`src/rtl/voice_allocator_pkg.sv`:
```
// Shared constants and types for the voice allocator and its age tracker.
// NOTE_WIDTH, DURATION_WIDTH, NUM_VOICES and REST_NOTE are the common note-path definitions.
package voice_allocator_pkg;

   localparam int unsigned NOTE_WIDTH     = 6;
   localparam int unsigned DURATION_WIDTH = 6;
   localparam int unsigned NUM_VOICES     = 3;

   localparam logic [NOTE_WIDTH-1:0] REST_NOTE = '0;

   typedef logic [1:0] rank_t;
   typedef logic [1:0] voice_idx_t;

   // Element v holds the rank of voice v: v0 oldest, v2 youngest.
   localparam rank_t [NUM_VOICES-1:0] RESET_RANKS = {rank_t'(0), rank_t'(1), rank_t'(2)};
   localparam rank_t                  OLDEST_RANK = rank_t'(NUM_VOICES - 1);

   function automatic logic [NUM_VOICES-1:0] voice_onehot(input voice_idx_t idx);
      return 3'b001 << idx;
   endfunction

endpackage

```
`src/rtl/voice_allocator_age_tracker.sv`:
```
// Per-voice age ranks (0 = most recently loaded, 2 = oldest); the ranks always form
// a permutation of 0..2.
module voice_age_tracker
   import voice_allocator_pkg::*;
(
   input  logic                     clk,
   input  logic                     reset,
   input  logic                     load_en,
   input  voice_idx_t               load_idx,
   output voice_idx_t               oldest_idx,
   output rank_t [NUM_VOICES-1:0]   ranks
);

   rank_t [NUM_VOICES-1:0] rank_q;
   rank_t [NUM_VOICES-1:0] rank_d;
   rank_t                  loaded_rank;

   // Loaded voice becomes youngest; only voices younger than it age by one.
   always_comb begin
      rank_d      = rank_q;
      loaded_rank = rank_q[load_idx];
      if (load_en) begin
         for (int v = 0; v < NUM_VOICES; v++) begin
            if (voice_idx_t'(v) == load_idx) begin
               rank_d[v] = '0;
            end else if (rank_q[v] < loaded_rank) begin
               rank_d[v] = rank_q[v] + rank_t'(1);
            end
         end
      end
   end

   always_comb begin
      oldest_idx = '0;
      for (int v = 0; v < NUM_VOICES; v++) begin
         if (rank_q[v] == OLDEST_RANK) begin
            oldest_idx = voice_idx_t'(v);
         end
      end
   end

   always_ff @(posedge clk) begin
      if (reset) begin
         rank_q <= RESET_RANKS;
      end else begin
         rank_q <= rank_d;
      end
   end

   assign ranks = rank_q;

endmodule

```
`src/rtl/voice_allocator.sv`:
```
// Assigns incoming notes to one of three voices: lowest free voice first, otherwise
// the oldest voice is stolen.
module voice_allocator
   import voice_allocator_pkg::*;
(
   input  logic                        clk,
   input  logic                        reset,
   input  logic                        play,
   input  logic                        new_note,
   input  logic [NOTE_WIDTH-1:0]       note,
   input  logic [DURATION_WIDTH-1:0]   duration,
   input  logic                        note_one_done,
   input  logic                        note_two_done,
   input  logic                        note_three_done,
   output logic [NOTE_WIDTH-1:0]       note_one,
   output logic [NOTE_WIDTH-1:0]       note_two,
   output logic [NOTE_WIDTH-1:0]       note_three,
   output logic [DURATION_WIDTH-1:0]   duration_one,
   output logic [DURATION_WIDTH-1:0]   duration_two,
   output logic [DURATION_WIDTH-1:0]   duration_three,
   output logic                        new_note_one,
   output logic                        new_note_two,
   output logic                        new_note_three,
   output logic [NUM_VOICES-1:0]       voice_busy,
   output logic                        all_idle,
   output logic                        steal
);

   logic [NUM_VOICES-1:0]  done_vec;
   logic [NUM_VOICES-1:0]  busy_after_done;
   logic [NUM_VOICES-1:0]  load_vec;
   logic                   accept;
   logic                   any_free;
   voice_idx_t             free_idx;
   voice_idx_t             oldest_idx;
   voice_idx_t             target_idx;
   rank_t [NUM_VOICES-1:0] ranks;

   // Done pulses are applied before target selection so a finishing voice is reusable.
   assign done_vec        = {note_three_done, note_two_done, note_one_done};
   assign busy_after_done = voice_busy & ~done_vec;
   assign accept          = new_note && play && (note != REST_NOTE);

   always_comb begin
      any_free = 1'b0;
      free_idx = '0;
      for (int v = NUM_VOICES - 1; v >= 0; v--) begin
         if (!busy_after_done[v]) begin
            any_free = 1'b1;
            free_idx = voice_idx_t'(v);
         end
      end
   end

   assign target_idx = any_free ? free_idx : oldest_idx;
   assign load_vec   = accept ? voice_onehot(target_idx) : '0;

   voice_age_tracker u_age_tracker (
      .clk        (clk),
      .reset      (reset),
      .load_en    (accept),
      .load_idx   (target_idx),
      .oldest_idx (oldest_idx),
      .ranks      (ranks)
   );

   always_ff @(posedge clk) begin
      if (reset) begin
         note_one       <= '0;
         note_two       <= '0;
         note_three     <= '0;
         duration_one   <= '0;
         duration_two   <= '0;
         duration_three <= '0;
         new_note_one   <= 1'b0;
         new_note_two   <= 1'b0;
         new_note_three <= 1'b0;
         voice_busy     <= '0;
         steal          <= 1'b0;
      end else begin
         {new_note_three, new_note_two, new_note_one} <= load_vec;
         voice_busy <= busy_after_done | load_vec;
         steal      <= accept && !any_free;
         if (load_vec[0]) begin
            note_one     <= note;
            duration_one <= duration;
         end
         if (load_vec[1]) begin
            note_two     <= note;
            duration_two <= duration;
         end
         if (load_vec[2]) begin
            note_three     <= note;
            duration_three <= duration;
         end
      end
   end

   assign all_idle = (voice_busy == '0);

   // Ranks must remain a permutation of 0..2.
   always_ff @(posedge clk) begin
      if (!reset) begin
         assert ((ranks[0] != ranks[1]) && (ranks[0] != ranks[2]) && (ranks[1] != ranks[2])
                 && (ranks[0] <= OLDEST_RANK) && (ranks[1] <= OLDEST_RANK)
                 && (ranks[2] <= OLDEST_RANK));
      end
   end

endmodule

```
`config.mk`:
```
export PLATFORM = sky130hd
export DESIGN_NAME = voice_allocator
export DESIGN_NICKNAME = d
export VERILOG_FILES = /design/src/rtl/voice_allocator_pkg.sv /design/src/rtl/voice_allocator_age_tracker.sv /design/src/rtl/voice_allocator.sv
export SDC_FILE = /design/constraint.sdc
export NUM_CORES = 1
export LEC_CHECK = 0
export CORE_MARGIN = 10
export CORE_UTILIZATION = 35
export DETAILED_ROUTE_END_ITERATION = 12
export PLACE_DENSITY_LB_ADDON = 0.12
export REMOVE_ABC_BUFFERS = 1
export SLEW_MARGIN = 20
export SYNTH_ARGS = -nofsm -noshare
export SYNTH_HDL_FRONTEND = slang
export SYNTH_SLANG_ARGS = --single-unit
```
`constraint.sdc`:
```
create_clock -name clk -period 1.8 [get_ports clk]
set_input_delay 0.18 -clock clk [delete_from_list [all_inputs] [get_ports clk]]
set_output_delay 0.18 -clock clk [all_outputs]
set_load 0.02 [all_outputs]
```
==> results.txt, run 1 <==
Flop+latch power -> 1130 uW
Max-area cell share -> 0.451
Synthesized-area fraction occupied by adder cells -> 0.0161
Area delta synth->final -> 57.6%
Root buffer cell -> clkbuf_8
First-pass GRT wire length -> 11,100 um
Post-synth mux share -> 0.00920
Residual DRC count -> 0
Crit-path slowest cell -> and4bb_2
Vias per cell -> 4.97
WHS Endpoint -> note_three[5]$_SDFFE_PP0P_
Setup TNS -> -0.0338 ns
Max incr delay on CP -> 0.35 ns
First-pass DRT Iterations -> 4
Status -> finished, violations left
Cell Pwr Density -> 646 nW/um^2
Post-synth top cells -> nand2_1 (70), dfxtp_1 (49), a21oi_1 (37), nor2_1 (12), clkbuf_1 (10)
Failing checks -> setup timing
EDFF count, synth -> 0
CP startpoint kind -> flop
CP delay by family, top -> adder cells
Final cell count without fillers -> 436
Leak -> 0.00126 uW
Share of async-settable or async-resettable flops after synthesis -> 0
CTS clk-pin slew, worst paths -> 0.10 ns
Post-Synth AOI/OAI Area -> 0.223
CTS buffer count -> 5
Slew @ Worst Pin -> 0.365 ns
Worst Hold Class -> in2reg
Netlist cell types -> 47
Largest net degree at the start of global routing -> 37
Die H -> 98.9 um
Top achievable clock speed -> 0.550 GHz
Setup WS pre-CTS -> -0.406 ns
Post-Place Cells -> 426
CTS max path bufs -> 2
Fin. max-slew vios -> 0
Synthesis-stage register bit count -> 49
Comb area leader -> simple AND/OR/NAND/NOR gates
Count leader, synth -> nand2_1
Worst setup path end -> u_age_tracker.ranks[0]$_SDFFE_PP0P_
Hold Fails Final Rpt -> 0
CTS Hold Bufs -> 0
Tcrit/Tclk final -> 1.01
Final setup viols -> 2
Routability cong. -> 0.871
Simple Share, Synth -> 0.244
Worst Hold Path Cells -> 2
Fillers -> 569
Setup bufs post-CTS -> 1
Number of port buffers -> 62
Yosys warns -> 0
Max Cap Violations -> 0
RSZ-0062 raised after global routing -> true
Fin nets -> 381
Pwr top -> registers
Cell resize tally after clock tree synthesis -> 23
Reg2reg end -> u_age_tracker.ranks[0]$_SDFFE_PP0P_
Hpwl dp -> 4920 um
Chip Area, Yosys -> 2180 sq um
Clock power share -> 0.312
WHS -> 0.271 ns
Synth Seq Share -> 0.451
Post-route ant nets -> 0
Worst setup margin -> -0.0191 ns
Avg Synthesized Cell Area -> 8.31 sq um
-- run 1: final cells by class --
type | instances | area, sq um | area share
clock inverters | 2 | 13.8 | 0.00401
clock buffers | 6 | 82.6 | 0.0241
inverters | 5 | 18.8 | 0.00547
repair buffers | 108 | 1050 | 0.306
flip-flops and latches | 49 | 982 | 0.286
multi-input cells | 191 | 1190 | 0.347
well taps | 75 | 93.8 | 0.0274
-- run 1: cells in the final DEF (no fill, tap or decap), types with 6 or more instances in the layout --
cell type,count
nand2_1,69
clkdlybuf4s50_1,56
dfxtp_1,48
buf_4,37
a21oi_1,34
a21oi_2,11
nor2_1,10
nand2_2,9
clkbuf_8,6
-- run 1: layer usage --
metal / part of all wire / GRT usage
met5: 0 / 0
met4: 0.011 / 0.0364
met3: 0.054 / 0.0398
met2: 0.47 / 0.209
met1: 0.47 / 0.180
Figure 1. Routing congestion map (run 1).
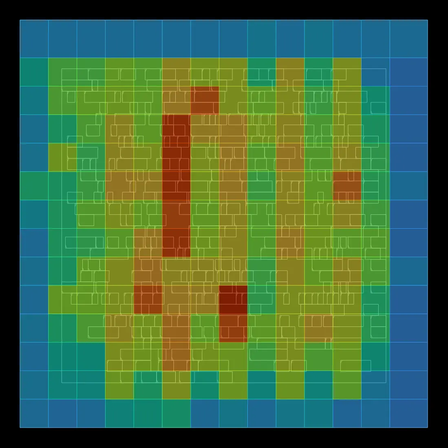
met2 Use GR: 0.209
final core utilization: 0.573
met3 usage: 0.0398
average wire per standard cell: 15.2 um

Figure 2. Routed clock nets over the placement (run 1).
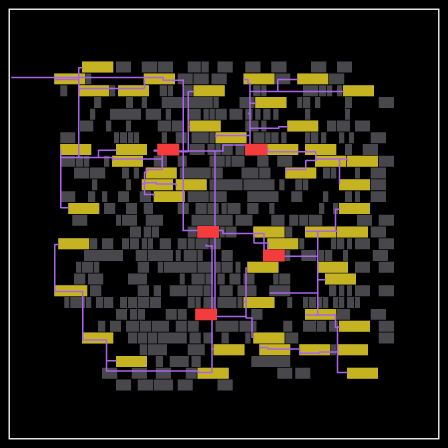
[flip-flops] yellow | count: 49
[clock wires] purple | length: 643 um
[clock drivers] red | count: 5
flops lie	all over the die
routed clock nets	6

Figure 3. Routed metal, one colour a layer (run 1).
Bar = 20 um.
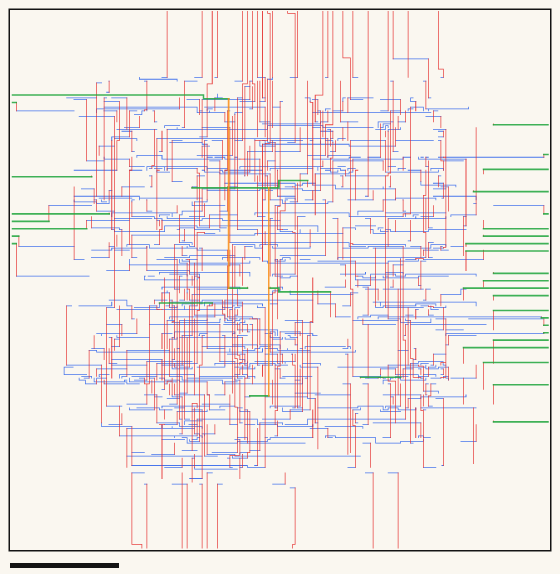
layer	colour	wire length
metal 2	red	3,100 um
metal 3	green	360 um
metal 1	blue	3,100 um
metal 4	orange	72.8 um
WL final: 6630 um
global-route usage over all layers: 0.136
vias post-DR: 2,165

==> run 1 -> run 2 <==
- HOLD_SLACK_MARGIN: not set -> 0.03
==> run 2 against run 1 <==
Compared with the run above: the flow still finishes with violations (setup timing); highest routed layer unchanged; critical endpoint unchanged; global-route usage unchanged; combinational power about the same; critical path type unchanged; sequential power hardly changed; sequential share of layout area unchanged; register-to-register slack about the same; cell count did not move; worst hold slack unchanged; die area unchanged; clock skew is the same; critical path depth did not move; largest cell class unchanged.
==> results.txt, run 2 <==
Avg Synthesized Cell Area -> 8.31 sq um
First-pass DRT Iterations -> 4
Most frequent logic cell in the layout -> nand2_1
Reg2reg end -> u_age_tracker.ranks[0]$_SDFFE_PP0P_
Clock power share -> 0.312
CLK BUF -> 6
Max Cap Violations -> 0
Hold Fails Final Rpt -> 0
Root buffer cell -> clkbuf_8
Worst Hold Class -> in2reg
Synthesis-stage register bit count -> 49
Synth Seq Share -> 0.451
First-pass GRT wire length -> 11,100 um
Largest net degree at the start of global routing -> 37
Residual DRC count -> 0
Fin nets -> 381
Yosys warns -> 0
Routability cong. -> 0.871
Worst setup path end -> u_age_tracker.ranks[0]$_SDFFE_PP0P_
CP delay by family, top -> adder cells
WL final -> 6630 um
Netlist cell types -> 47
Vias per cell -> 4.97
CP startpoint kind -> flop
Clock-cell share of area -> 0.0281
Chip Area, Yosys -> 2180 sq um
Vias post-DR -> 2,165
Flip-flops -> 49
Final cell count without fillers -> 436
WHS -> 0.271 ns
Status -> finished, violations left
Post-synth top cells -> nand2_1 (70), dfxtp_1 (49), a21oi_1 (37), nor2_1 (12), clkbuf_1 (10)
Commonest non-fill, non-tap cells in the layout -> nand2_1 (69), clkdlybuf4s50_1 (56), dfxtp_1 (48), buf_4 (37), a21oi_1 (34)
Top achievable clock speed -> 0.550 GHz
CTS max path bufs -> 2
Post-Place Cells -> 426
Max-area cell share -> 0.451
Setup WS pre-CTS -> -0.406 ns
CTS buffer count -> 5
Final setup viols -> 2
Leak -> 0.00126 uW
Setup TNS -> -0.0338 ns
Die H -> 98.9 um
Tcrit/Tclk final -> 1.01
Slew @ Worst Pin -> 0.365 ns
Fin. max-slew vios -> 0
Worst setup margin -> -0.0191 ns
CTS Hold Bufs -> 0
EDFF count, synth -> 0
Failing checks -> setup timing
run 2: cell counts after synthesis:
Identical to the previous run, type by type.
run 2: metal layers:
layer,wire length (um),up-vias,global-route usage
met5,0,-,0
met4,72,0,0.0364
met3,360,5,0.0398
met2,3100,39,0.209
met1,3100,1022,0.180
li1,-,1099,-
run 2: power by group through the flow:
stage | registers, uW | clock network [uW] | logic [uW]
after floorplan | 1180 | 0 | 114
after global placement | 1150 | 0 | 348
after detailed placement | 1150 | 0 | 346
after CTS | 1130 | 713 | 375
after global routing | 1140 | 759 | 423
final | 1130 | 692 | 390
run 2: cells by family after synthesis:
kind of cell	after synthesis	share of synthesized area
AOI/OAI and AO/OA	72	0.223
adders and majority gates	3	0.0161
buffers and inverters	22	0.0569
DFF	49	0.451
muxes	2	0.00920
and+or+nand+nor	114	0.244
Figure 4. Gate-type map (run 2).
Bar = 20 um.
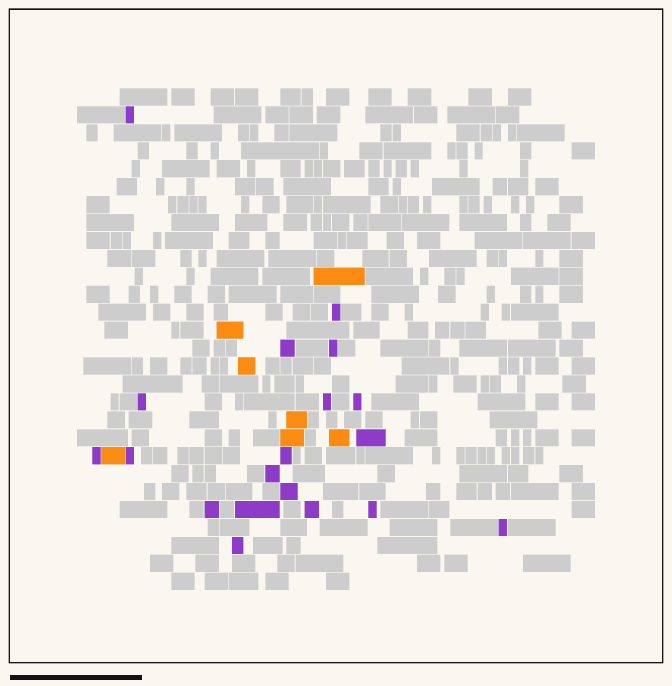
family	colour	cells
NOR gates	purple	19
AND-OR and OR-AND gates	orange	7

No activity file was given, so power comes from the tool's default toggle rates.
